==> run_1/registers.png <==
The bar under the picture is 20 microns long. Other sequential cells in the stronger gray, the rest of the logic in the fainter gray.
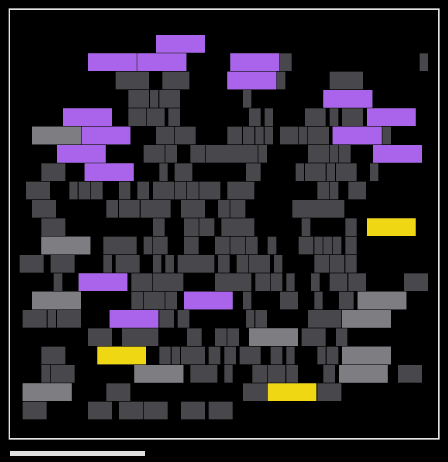
==> run_1/metal_stack.png <==
The bar under the picture is 20 microns long. Two of the layers only.
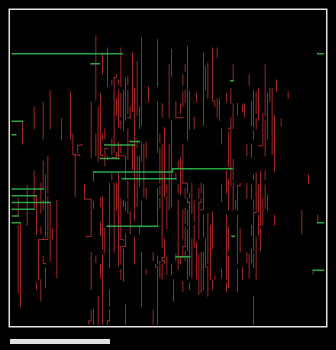
==> run_1/cell_classes.png <==
The bar under the picture is 20 microns long. Fill, decap, tap and diode cells in gray.
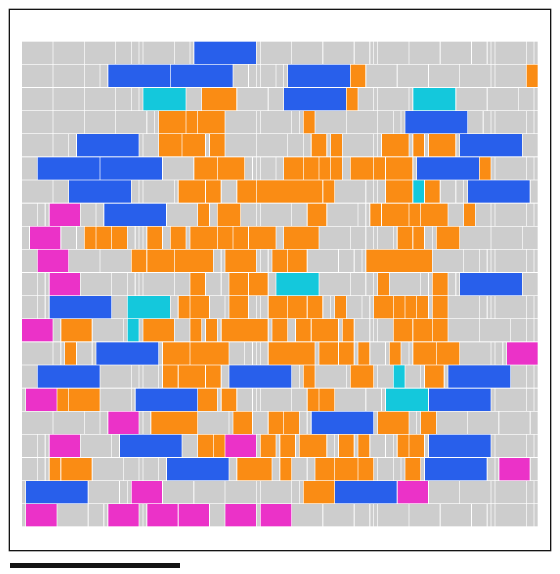
### src/rtl/piradip_spi_csel_pkg.sv
// Shared types and constants for the SPI chip-select sequencer.
package piradip_spi_csel_pkg;

    localparam int unsigned STATUS_W = 2;
    localparam int unsigned LANE_W   = 4;

    typedef enum logic [2:0] {
        IDLE   = 3'd0,
        SETUP  = 3'd1,
        LEAD   = 3'd2,
        ACTIVE = 3'd3,
        LAG    = 3'd4,
        GAP    = 3'd5
    } csel_state_t;

    localparam logic [STATUS_W-1:0] CSEL_OK      = 2'd0;
    localparam logic [STATUS_W-1:0] CSEL_BAD_SEL = 2'd1;
    localparam logic [STATUS_W-1:0] CSEL_TIMEOUT = 2'd2;

    localparam logic [LANE_W-1:0] BUF_ALL_OFF = 4'hF;
    localparam logic [LANE_W-1:0] BUF_ALL_ON  = 4'h0;

    // True when a phase of 'cyc' cycles can be loaded as cyc-1 into a w-bit counter.
    function automatic logic cyc_fits(input int unsigned cyc, input int unsigned w);
        if (w >= 32) begin
            return 1'b1;
        end
        return ((cyc - 1) >> w) == 0;
    endfunction

endpackage

### src/rtl/piradip_spi_csel_sequencer_if.sv
// Request/response, SPI-engine handshake and decoder/buffer drive signals.
interface piradip_spi_csel_sequencer_if #(
    parameter int unsigned SEL_W = 3
);
    import piradip_spi_csel_pkg::*;

    logic                req_valid;
    logic                req_ready;
    logic [SEL_W-1:0]    req_sel;
    logic                xfer_start;
    logic                xfer_done;
    logic                rsp_valid;
    logic [STATUS_W-1:0] rsp_status;
    logic [SEL_W-1:0]    cs_addr;
    logic                cs_en_n;
    logic [LANE_W-1:0]   buf_oen;
    logic                busy;

    // Sequencer side.
    modport slave (
        input  req_valid, req_sel, xfer_done,
        output req_ready, xfer_start, rsp_valid, rsp_status,
               cs_addr, cs_en_n, buf_oen, busy
    );

    // Requester / SPI engine / board side.
    modport master (
        output req_valid, req_sel, xfer_done,
        input  req_ready, xfer_start, rsp_valid, rsp_status,
               cs_addr, cs_en_n, buf_oen, busy
    );

endinterface

### src/rtl/piradip_spi_csel_timer.sv
// Loadable down-counter with a zero flag, shared by all timed phases.
module piradip_spi_csel_timer #(
    parameter int unsigned CNT_W = 16
) (
    input  logic             clk,
    input  logic             rst,
    input  logic             load,
    input  logic [CNT_W-1:0] load_val,
    output logic             zero_c
);

    logic [CNT_W-1:0] count;

    // Load on phase entry, otherwise count down and park at zero.
    always_ff @(posedge clk) begin
        if (rst) begin
            count <= '0;
        end else if (load) begin
            count <= load_val;
        end else if (count != '0) begin
            count <= count - CNT_W'(1);
        end
    end

    assign zero_c = (count == '0);

endmodule

### src/rtl/piradip_spi_csel_sequencer.sv
// Chip-select sequencer driving '139/'138 decoder address/enable and '125 lane buffers.
module piradip_spi_csel_sequencer
    import piradip_spi_csel_pkg::*;
#(
    parameter int unsigned SEL_W       = 3,
    parameter int unsigned NUM_TARGETS = 8,
    parameter int unsigned SETUP_CYC   = 2,
    parameter int unsigned LEAD_CYC    = 2,
    parameter int unsigned LAG_CYC     = 2,
    parameter int unsigned GAP_CYC     = 4,
    parameter int unsigned TIMEOUT_CYC = 1024,
    parameter int unsigned CNT_W       = 16
) (
    input  logic clk,
    input  logic rst,
    piradip_spi_csel_sequencer_if.slave bus
);

    localparam logic [SEL_W:0] NUM_TGT = (SEL_W+1)'(NUM_TARGETS);

    // Elaboration-time parameter sanity.
    if (SETUP_CYC == 0 || LEAD_CYC == 0 || LAG_CYC == 0 || GAP_CYC == 0 || TIMEOUT_CYC == 0) begin : g_bad_cyc
        $error("piradip_spi_csel_sequencer: all *_CYC parameters must be >= 1");
    end
    if (NUM_TARGETS == 0 || NUM_TARGETS > (2 ** SEL_W)) begin : g_bad_targets
        $error("piradip_spi_csel_sequencer: NUM_TARGETS must be in 1..2**SEL_W");
    end
    if (!cyc_fits(SETUP_CYC, CNT_W) || !cyc_fits(LEAD_CYC, CNT_W) || !cyc_fits(LAG_CYC, CNT_W) ||
        !cyc_fits(GAP_CYC, CNT_W) || !cyc_fits(TIMEOUT_CYC, CNT_W)) begin : g_bad_cnt_w
        $error("piradip_spi_csel_sequencer: CNT_W too narrow for the phase lengths");
    end

    csel_state_t         state_q, state_d;
    logic                req_ready_q, req_ready_d;
    logic                xfer_start_q, xfer_start_d;
    logic                rsp_valid_q, rsp_valid_d;
    logic [STATUS_W-1:0] rsp_status_q, rsp_status_d;
    logic [STATUS_W-1:0] status_q, status_d;
    logic [SEL_W-1:0]    cs_addr_q, cs_addr_d;
    logic                cs_en_n_q, cs_en_n_d;
    logic [LANE_W-1:0]   buf_oen_q, buf_oen_d;
    logic                busy_q, busy_d;

    logic                tmr_load;
    logic [CNT_W-1:0]    tmr_val;
    logic                tmr_zero_c;
    logic                accept_c;
    logic                sel_ok_c;

    assign accept_c = (state_q == IDLE) && req_ready_q && bus.req_valid;
    assign sel_ok_c = ({1'b0, bus.req_sel} < NUM_TGT);

    piradip_spi_csel_timer #(
        .CNT_W (CNT_W)
    ) u_timer (
        .clk      (clk),
        .rst      (rst),
        .load     (tmr_load),
        .load_val (tmr_val),
        .zero_c   (tmr_zero_c)
    );

    // State and registered-output update.
    always_ff @(posedge clk) begin
        if (rst) begin
            state_q      <= IDLE;
            req_ready_q  <= 1'b0;
            xfer_start_q <= 1'b0;
            rsp_valid_q  <= 1'b0;
            rsp_status_q <= CSEL_OK;
            status_q     <= CSEL_OK;
            cs_addr_q    <= '0;
            cs_en_n_q    <= 1'b1;
            buf_oen_q    <= BUF_ALL_OFF;
            busy_q       <= 1'b0;
        end else begin
            state_q      <= state_d;
            req_ready_q  <= req_ready_d;
            xfer_start_q <= xfer_start_d;
            rsp_valid_q  <= rsp_valid_d;
            rsp_status_q <= rsp_status_d;
            status_q     <= status_d;
            cs_addr_q    <= cs_addr_d;
            cs_en_n_q    <= cs_en_n_d;
            buf_oen_q    <= buf_oen_d;
            busy_q       <= busy_d;
        end
    end

    // Next-state and next-output decode; select and lane buffers always move together.
    always_comb begin
        state_d      = state_q;
        req_ready_d  = 1'b0;
        xfer_start_d = 1'b0;
        rsp_valid_d  = 1'b0;
        rsp_status_d = rsp_status_q;
        status_d     = status_q;
        cs_addr_d    = cs_addr_q;
        cs_en_n_d    = cs_en_n_q;
        buf_oen_d    = buf_oen_q;
        tmr_load     = 1'b0;
        tmr_val      = '0;

        unique case (state_q)
            IDLE: begin
                req_ready_d = 1'b1;
                if (accept_c) begin
                    req_ready_d = 1'b0;
                    if (sel_ok_c) begin
                        state_d   = SETUP;
                        cs_addr_d = bus.req_sel;
                        tmr_load  = 1'b1;
                        tmr_val   = CNT_W'(SETUP_CYC - 1);
                    end else begin
                        rsp_valid_d  = 1'b1;
                        rsp_status_d = CSEL_BAD_SEL;
                    end
                end
            end
            SETUP: begin
                if (tmr_zero_c) begin
                    state_d   = LEAD;
                    cs_en_n_d = 1'b0;
                    buf_oen_d = BUF_ALL_ON;
                    tmr_load  = 1'b1;
                    tmr_val   = CNT_W'(LEAD_CYC - 1);
                end
            end
            LEAD: begin
                if (tmr_zero_c) begin
                    state_d      = ACTIVE;
                    xfer_start_d = 1'b1;
                    tmr_load     = 1'b1;
                    tmr_val      = CNT_W'(TIMEOUT_CYC - 1);
                end
            end
            ACTIVE: begin
                // Done takes priority over a coincident timeout.
                if (bus.xfer_done) begin
                    state_d  = LAG;
                    status_d = CSEL_OK;
                    tmr_load = 1'b1;
                    tmr_val  = CNT_W'(LAG_CYC - 1);
                end else if (tmr_zero_c) begin
                    state_d  = LAG;
                    status_d = CSEL_TIMEOUT;
                    tmr_load = 1'b1;
                    tmr_val  = CNT_W'(LAG_CYC - 1);
                end
            end
            LAG: begin
                if (tmr_zero_c) begin
                    state_d      = GAP;
                    cs_en_n_d    = 1'b1;
                    buf_oen_d    = BUF_ALL_OFF;
                    rsp_valid_d  = 1'b1;
                    rsp_status_d = status_q;
                    tmr_load     = 1'b1;
                    tmr_val      = CNT_W'(GAP_CYC - 1);
                end
            end
            GAP: begin
                if (tmr_zero_c) begin
                    state_d     = IDLE;
                    req_ready_d = 1'b1;
                end
            end
            default: begin
                state_d   = IDLE;
                cs_en_n_d = 1'b1;
                buf_oen_d = BUF_ALL_OFF;
            end
        endcase

        busy_d = (state_d != IDLE);
    end

    assign bus.req_ready  = req_ready_q;
    assign bus.xfer_start = xfer_start_q;
    assign bus.rsp_valid  = rsp_valid_q;
    assign bus.rsp_status = rsp_status_q;
    assign bus.cs_addr    = cs_addr_q;
    assign bus.cs_en_n    = cs_en_n_q;
    assign bus.buf_oen    = buf_oen_q;
    assign bus.busy       = busy_q;

endmodule

### src/flat_wrapper.sv
// flat-port wrapper written by rule: the top's interface ports become plain ports
module piradip_spi_csel_sequencer_flat import piradip_spi_csel_pkg::*;
#(
    parameter int unsigned SEL_W       = 3,
    parameter int unsigned NUM_TARGETS = 8,
    parameter int unsigned SETUP_CYC   = 2,
    parameter int unsigned LEAD_CYC    = 2,
    parameter int unsigned LAG_CYC     = 2,
    parameter int unsigned GAP_CYC     = 4,
    parameter int unsigned TIMEOUT_CYC = 1024,
    parameter int unsigned CNT_W       = 16
)
  (clk, rst, bus_req_valid, bus_req_sel, bus_xfer_done, bus_req_ready, bus_xfer_start, bus_rsp_valid, bus_rsp_status, bus_cs_addr, bus_cs_en_n, bus_buf_oen, bus_busy);
  piradip_spi_csel_sequencer_if #(.SEL_W(SEL_W)) bus_i ();
  input  logic clk;
  input  logic rst;
  input wire logic [$bits(bus_i.req_valid)-1:0] bus_req_valid;
  input wire logic [$bits(bus_i.req_sel)-1:0] bus_req_sel;
  input wire logic [$bits(bus_i.xfer_done)-1:0] bus_xfer_done;
  output wire logic [$bits(bus_i.req_ready)-1:0] bus_req_ready;
  output wire logic [$bits(bus_i.xfer_start)-1:0] bus_xfer_start;
  output wire logic [$bits(bus_i.rsp_valid)-1:0] bus_rsp_valid;
  output wire logic [$bits(bus_i.rsp_status)-1:0] bus_rsp_status;
  output wire logic [$bits(bus_i.cs_addr)-1:0] bus_cs_addr;
  output wire logic [$bits(bus_i.cs_en_n)-1:0] bus_cs_en_n;
  output wire logic [$bits(bus_i.buf_oen)-1:0] bus_buf_oen;
  output wire logic [$bits(bus_i.busy)-1:0] bus_busy;
  assign bus_i.req_valid = bus_req_valid;
  assign bus_i.req_sel = bus_req_sel;
  assign bus_i.xfer_done = bus_xfer_done;
  assign bus_req_ready = bus_i.req_ready;
  assign bus_xfer_start = bus_i.xfer_start;
  assign bus_rsp_valid = bus_i.rsp_valid;
  assign bus_rsp_status = bus_i.rsp_status;
  assign bus_cs_addr = bus_i.cs_addr;
  assign bus_cs_en_n = bus_i.cs_en_n;
  assign bus_buf_oen = bus_i.buf_oen;
  assign bus_busy = bus_i.busy;
  piradip_spi_csel_sequencer #(.SEL_W(SEL_W), .NUM_TARGETS(NUM_TARGETS), .SETUP_CYC(SETUP_CYC), .LEAD_CYC(LEAD_CYC), .LAG_CYC(LAG_CYC), .GAP_CYC(GAP_CYC), .TIMEOUT_CYC(TIMEOUT_CYC), .CNT_W(CNT_W)) u_core (.clk(clk), .rst(rst), .bus(bus_i));
endmodule
### config.mk
export PLATFORM = sky130hd
export DESIGN_NAME = piradip_spi_csel_sequencer_flat
export DESIGN_NICKNAME = d
export VERILOG_FILES = /design/src/rtl/piradip_spi_csel_pkg.sv /design/src/rtl/piradip_spi_csel_sequencer_if.sv /design/src/rtl/piradip_spi_csel_timer.sv /design/src/rtl/piradip_spi_csel_sequencer.sv /design/src/flat_wrapper.sv
export SDC_FILE = /design/constraint.sdc
export NUM_CORES = 1
export LEC_CHECK = 0
export CAP_MARGIN = 30
export CORE_UTILIZATION = 41
export DETAILED_ROUTE_END_ITERATION = 8
export PLACE_DENSITY = 0.61
export REMOVE_ABC_BUFFERS = 1
export SKIP_CTS_REPAIR_TIMING = 1
export SLEW_MARGIN = 20
export SYNTH_ARGS = -nofsm -noshare
export SYNTH_HDL_FRONTEND = slang
export SYNTH_SLANG_ARGS = --single-unit
### constraint.sdc
create_clock -name clk -period 6.2 [get_ports clk]
set_input_delay 0.62 -clock clk [delete_from_list [all_inputs] [get_ports clk]]
set_output_delay 0.62 -clock clk [all_outputs]
set_load 0.01 [all_outputs]
==> out/qor.txt, run 1 <==
Final setup TNS: 0 ns
R2r setup slk: 3.61 ns
Worst Max-Slew Pin Slew: 0.740 ns
Crit path kind: reg2reg
Fin Hold WS: 0.480 ns
FMAX: 0.386 GHz
Vias/cell: 5.55
Starting DRT DRC Count: 69
Final #Nets: 199
Ys cells: 181
Clk tree area frac: 0.0448
Mux cell area share after synthesis: 0.0258
Hold path depth: 2
Crit share post-route: 0.418
Pre-Repair DR Iteration Count: 4
M1 GR Usage: 0.232
Initial antenna violation count: 0
Status: finished, final reports clean
Hold EP: u_core.bus.rsp_status[1]
Max reg flops: 16
Adder Area Share: 0.00806
RSZ-0062 raised after global routing: no
Buffering overhead: 0.107
Worst setup SP type: flop
Ys Warns: 0
Dominant cell type by area after synthesis: dfxtp_1
Inverter count: 4
Max cap viols: 0
Met3 Use GR: 0.0489
# DRC: 0
Crit end category: flop
Slew Viols, Final: 0
Top cells excl fill/tap: dfxtp_1 (29), nor2_1 (20), clkdlybuf4s50_1 (19)
Final hold viol count: 0
Top cells by area: dfxtp_1 (37%), a21oi_1 (5.5%), nor2_1 (4.8%)
H-tree depth: 2
Period minus WS final: 2.59 ns
Flops after synth: 29
Tightest Hold Check Type: reg2reg
Chip Area: 4030 sq um
Largest net degree at the start of global routing: 23
Area occupied by multi-input gates: 862 sq um
CTS Root Cell: clkbuf_8
Largest cell class: logic gates
Back to the opening pictures, registers.png:
| color | signal | placed flops |
|---|---|---|
| yellow | u_core.state_q | 3 |
| purple | u_core.u_timer.count | 16 |
not colored: 10
Seq area share: 0.325
Seq. pwr: 0.267 mW

Back to the opening pictures, metal_stack.png:
| color | layer | wire length |
|---|---|---|
| red | met2 | 1500 microns |
| green | met3 | 121 microns |
final wirelength: 3280 microns
via count: 1320
wire per inst: 13.8 microns
Total Routing Usage GR: 0.184

Back to the opening pictures, cell_classes.png:
| color | class | cells |
|---|---|---|
| cyan | clock drivers and dummy loads | 8 |
| orange | all other logic | 136 |
| magenta | other buffers and delay cells | 19 |
| blue | flip-flops | 29 |
Post-Layout Inst Area: 1790 sq um
row cnt: 21
core box area: 3470 sq um
fin util: 0.515

[run 1: stage by stage]
| stage | power (mW) | util | cell area [sq um] |
|---|---|---|---|
| global route | 0.825 | 0.515 | 1790 |
| floorplan | 0.532 | - | 1460 |
| finish | 0.763 | 0.515 | 1790 |
| global placement | 0.612 | 0.492 | 1710 |
| CTS | 0.767 | 0.515 | 1790 |
| detailed placement | 0.618 | 0.492 | 1710 |
[run 1: critical path, cell delays in order (launching register included)]
cell and delay, ns:
dfxtp_1 0.32, inv_1 0.06, ha_1 0.17, or4b_1 0.54, nor4_4 0.45, nand2_1 0.25, or3_1 0.38, a221o_1 0.30
[run 1: where the power goes]
group          total, mW  internal, mW  switching [mW]
logic              0.350         0.154           0.195
clock network      0.147        0.0795          0.0671
registers          0.267         0.223          0.0437
==> run 1 -> run 2 <==
--- a/config.mk
+++ b/config.mk
@@ -8,7 +8,7 @@
 export CAP_MARGIN = 30
 export CORE_UTILIZATION = 41
 export DETAILED_ROUTE_END_ITERATION = 8
-export PLACE_DENSITY = 0.61
+export PLACE_DENSITY = 0.64
 export REMOVE_ABC_BUFFERS = 1
 export SKIP_CTS_REPAIR_TIMING = 1
 export SLEW_MARGIN = 20
==> constraint.sdc (replaced) <==
create_clock -name clk -period 2.3 [get_ports clk]
set_input_delay 0.23 -clock clk [delete_from_list [all_inputs] [get_ports clk]]
set_output_delay 0.23 -clock clk [all_outputs]
set_load 0.01 [all_outputs]
==> run_2/cell_classes.png <==
The bar under the picture is 20 microns long. Fill, decap, tap and diode cells in gray.
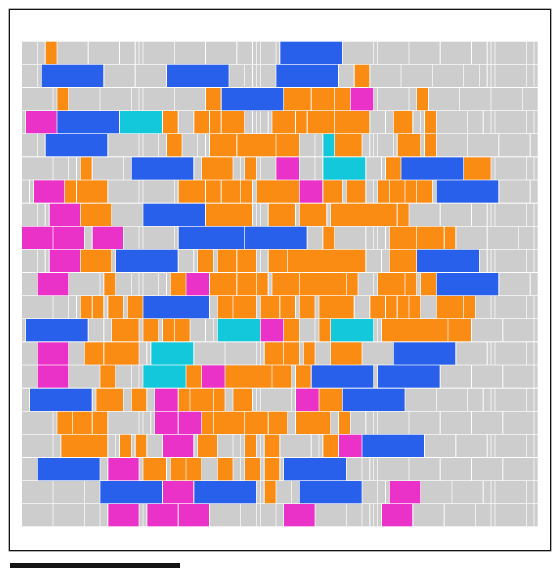
| color | class | cells |
|---|---|---|
| blue | flip-flops | 29 |
| orange | all other logic | 136 |
| magenta | other buffers and delay cells | 30 |
| cyan | clock drivers and dummy loads | 7 |
Seq area share: 0.305
fin util: 0.551
Post-Layout Inst Area: 1910 sq um

==> out/qor.txt, run 2 <==
R2r setup slk: 0.03 ns (-3.58 ns)
Top cells by area: dfxtp_1 (37%), a21oi_1 (5.5%), nor2_1 (4.8%)
Total congestion overflow: 0
Worst setup SP type: flop
Crit end category: flop
Pwr top: combinational logic
# DRC: 0 (unchanged)
FMAX: 0.441 GHz (+14%)
Ys cells: 181 (unchanged)
P_int: 1.37 mW (+200%)
Slowest stage delay, CP: 0.47 ns (-0.07 ns)
H-tree depth: 2 (unchanged)
Ordered cell list for the critical path: inv_2, ha_4, or4b_4, nor4_4, nand2_1, or3_4, a221o_1
Fin Hold WS: 0.477 ns (-0.00312 ns)
RSZ-0062 raised after global routing: yes
Final hold viol count: 0 (unchanged)
Rel. slew slack: 0.561
EDFF count, synth: 0
Layout cells sized above 1: 0.193
Number of global-route vias before repair: 1321
P_comb: 1.12 mW (+220%)
Seq. pwr: 0.720 mW (+170%)
Hold EP: u_core.bus.rsp_status[1]
Max cap viols: 0 (unchanged)
Metal2 WL: 1640 microns
Largest net degree at the start of global routing: 22 (-4.3%)
Row cnt: 21 (unchanged)
Pre-Repair DR Iteration Count: 4 (unchanged)
Clock share of power: 0.186 (-0.006)
Crit share post-route: 0.987 (+0.569)
Pwr per Cell Area: 1180 nW/um^2
Register share of total power: 0.318 (-0.032)
Worst Max-Slew Pin Slew: 0.653 ns (-0.0866 ns)
Crit path DRT: 2.46 ns
Logic gate share of total power: 0.496 (+0.038)
Chip Area: 4030 sq um (unchanged)
CTS Root Cell: clkbuf_8
Status: finished, final reports clean
Fin cells: 248
Hold path depth: 2 (unchanged)
Flops after synth: 29 (unchanged)
Global-route wire length before repair: 5980 microns
Via count: 1359 (+3.0%)
CP Max Fanout: 5
Post-place instance area: 1780 sq um (+4.4%)
Final setup TNS: 0 ns (unchanged)
Top cells excl fill/tap: dfxtp_1 (27), nor2_1 (20), clkdlybuf4s50_1 (19)
Starting DRT DRC Count: 82 (+19%)
Ys Warns: 0 (unchanged)
CTS tree: built
Simple Share, Synth: 0.243
Tightest Hold Check Type: reg2reg
Initial antenna violation count: 0 (unchanged)
Hpwl dp: 2560 microns
Dominant cell type by area after synthesis: dfxtp_1
Crit path kind: reg2reg
Final wirelength: 3500 microns (+6.6%)
Final #Nets: 210 (+5.5%)
R2R Path End: u_core.bus.buf_oen[2]
Critical Path Slowest Stage Cell: or4b_4
Max reg flops: 16 (unchanged)
Mux cell area share after synthesis: 0.0258 (unchanged)
Final worst slack: 0.0303 ns
Vias/cell: 5.48 (-1.2%)
Clk. pwr: 0.421 mW (+190%)
Net Sw Frac: 0.393 (-0.00789)
Total Routing Usage GR: 0.192 (+0.00828)
Slew Viols, Final: 0 (unchanged)
Post-synth top cells: dfxtp_1 (29), nor2_1 (20), a21oi_1 (17), nand2_1 (12)
Total power: 2.26 mW (+200%)
Core box area: 3470 sq um (unchanged)
Main flop type: dfxtp_1
Switch Pwr: 0.890 mW (+190%)
Adder Area Share: 0.00806 (unchanged)
Period minus WS final: 2.27 ns (-0.322 ns)
Wire per inst: 14.1 microns (+2.3%)
[run 2: area by class of cell]
class                           count  area [sq um]
Clock buffer                        7          86.3
Fill cell                         326          1560
Inverter                            4          15.0
Multi-Input combinational cell    132           895
Sequential cell                    29           583
Tap cell                           46          57.6
Timing Repair Buffer               30           273
[run 2: worst max-delay path, delay by kind of cell, from the launching register on]
| kind | cells | cell delay (ns) |
|---|---|---|
| AOI/OAI and AO/OA | 1 | 0.30 |
| buffers and inverters | 1 | 0.07 |
| and+or+nand+nor | 4 | 1.30 |
| DFF | 1 | 0.33 |
| adders and majority gates | 1 | 0.13 |
[run 2: metal layers]
layer | up-vias | GRT usage
met5 | - | 0
met4 | 0 | 0.0852
met3 | 4 | 0.0580
met2 | 33 | 0.303
met1 | 633 | 0.240
li1 | 689 | -
==> run 2 -> run 3 <==
--- a/config.mk
+++ b/config.mk
@@ -5,10 +5,11 @@
 export SDC_FILE = /design/constraint.sdc
 export NUM_CORES = 1
 export LEC_CHECK = 0
-export CAP_MARGIN = 30
+export CAP_MARGIN = 20
 export CORE_UTILIZATION = 41
 export DETAILED_ROUTE_END_ITERATION = 8
 export PLACE_DENSITY = 0.64
+export RECOVER_POWER = 25
 export REMOVE_ABC_BUFFERS = 1
 export SKIP_CTS_REPAIR_TIMING = 1
 export SLEW_MARGIN = 20
==> run_3/metal_stack.png <==
The bar under the picture is 20 microns long. Two of the layers only.
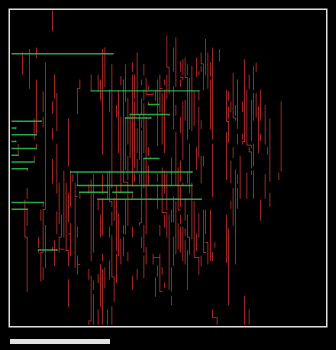
| color | layer | wire length |
|---|---|---|
| green | met3 | 176 microns |
| red | met2 | 1640 microns |
via count: 1356
Total Routing Usage GR: 0.192
wire per inst: 14.1 microns

==> out/qor.txt, run 3 <==
Status: finished, final reports clean
Register share of total power: 0.319 (about the same)
Final hold viol count: 0 (unchanged)
DIE HEIGHT: 63.5 microns
Switch Pwr: 0.889 mW (about the same)
Crit end category: flop
Dominant cell type by area after synthesis: dfxtp_1
Clk. pwr: 0.420 mW (about the same)
Ys Warns: 0 (unchanged)
Fin util: 0.549 (-0.00108)
Crit share post-route: 0.985 (-0.00155)
Crit path DRT: 2.46 ns (about the same)
Layout cells sized above 1: 0.188 (-0.00495)
Starting DRT DRC Count: 68 (-17%)
Chip Area: 4030 sq um (unchanged)
# Taps: 46 (unchanged)
Top cells excl fill/tap: dfxtp_1 (27), nor2_1 (20), a21oi_1 (16)
Buffering overhead: 0.141 (-0.00169)
Largest net degree at the start of global routing: 22 (unchanged)
Hold path depth: 2 (unchanged)
Seq area share: 0.306 (+0.000601)
Number of global-route vias before repair: 1321 (unchanged)
Max reg flops: 16 (unchanged)
#MultiIn Comb: 132 (unchanged)
Top cells by area: dfxtp_1 (37%), a21oi_1 (5.5%), nor2_1 (4.8%)
Total power: 2.25 mW (-0.30%)
Worst Max-Slew Pin Slew: 0.653 ns (+0.0000960 ns)
Crit path kind: reg2reg
FMAX: 0.441 GHz (+0.16%)
Vias/cell: 5.47 (-0.22%)
Worst setup SP type: flop
Max cap viols: 0 (unchanged)
Comb area share: 0.469 (+0.000922)
Final wirelength: 3500 microns (about the same)
Final setup TNS: 0 ns (unchanged)
Pwr top: combinational logic
Pre-Repair DR Iteration Count: 4 (unchanged)
Total congestion overflow: 0 (unchanged)
Flops after synth: 29 (unchanged)
P_int: 1.37 mW (-0.44%)
Inverter count: 4 (unchanged)
Rel. slew slack: 0.561 (about the same)
Initial antenna violation count: 0 (unchanged)
Critical Path Slowest Stage Cell: or4b_4
FF/Latch Area: 583 sq um (unchanged)
Global-route wire length before repair: 5980 microns (unchanged)
Final worst slack: 0.0339 ns (+0.00357 ns)
# DRC: 0 (unchanged)
Largest cell class: logic gates
Core box area: 3470 sq um (unchanged)
RSZ-0062 raised after global routing: yes
CTS Root Cell: clkbuf_8
R2r setup slk: 0.03 ns (about the same)
EDFF count, synth: 0 (unchanged)
Seq. pwr: 0.720 mW (about the same)
Yosys cell types: 50
Slowest stage delay, CP: 0.47 ns (about the same)
CP Max Fanout: 5 (unchanged)
Final #Nets: 210 (unchanged)
H-tree depth: 2 (unchanged)
Skew final: 0.00470 ns
FFs & Latches: 29 (unchanged)
Post-place instance area: 1780 sq um (unchanged)
RR Startpoint: u_core.u_timer.count[1]
Count of plain and timing-repair buffers: 30 (unchanged)
Net Sw Frac: 0.394 (+0.000836)
# clk buffers: 7 (unchanged)
R2R Path End: u_core.bus.buf_oen[2]
P_comb: 1.11 mW (about the same)
Fin Hold WS: 0.477 ns (-0.0000840 ns)
Post-synth top cells: dfxtp_1 (29), nor2_1 (20), a21oi_1 (17), nand2_1 (12)
Area occupied by multi-input gates: 895 sq um (unchanged)
Hold EP: u_core.bus.rsp_status[1]
Logic gate share of total power: 0.494 (-0.002)
Hpwl dp: 2560 microns (unchanged)
Period minus WS final: 2.27 ns (-0.00357 ns)
Post-Layout Inst Area: 1910 sq um (-0.20%)
Main flop type: dfxtp_1
Slew Viols, Final: 0 (unchanged)
FILL cells: 328 (+0.61%)
Fin cells: 248 (unchanged)
run 3: kinds of logic after synthesis:
logic type / synth area share
DFF: 0.374
and+or+nand+nor: 0.243
adders and majority gates: 0.00806
AOI/OAI and AO/OA: 0.215
muxes: 0.0258
xor gates and xnor gates: 0.0621
buffers and inverters: 0.0702
other: 0.00242
run 3: critical path, delay by kind of cell, from the launching register on:
| family | cells | cell delay, ns |
|---|---|---|
| and+or+nand+nor | 4 | 1.30 |
| DFF | 1 | 0.33 |
| adders and majority gates | 1 | 0.13 |
| AOI/OAI and AO/OA | 1 | 0.30 |
| buffers and inverters | 1 | 0.07 |
run 3: metal layers:
metal	vias to the layer above	global-route usage	wire length [microns]
met5	-	0	0
met2	32	0.303	1640
met1	631	0.240	1620
li1	687	-	-
met4	0	0.0852	60
met3	6	0.0580	175
Power and IR drop assume default switching activity.
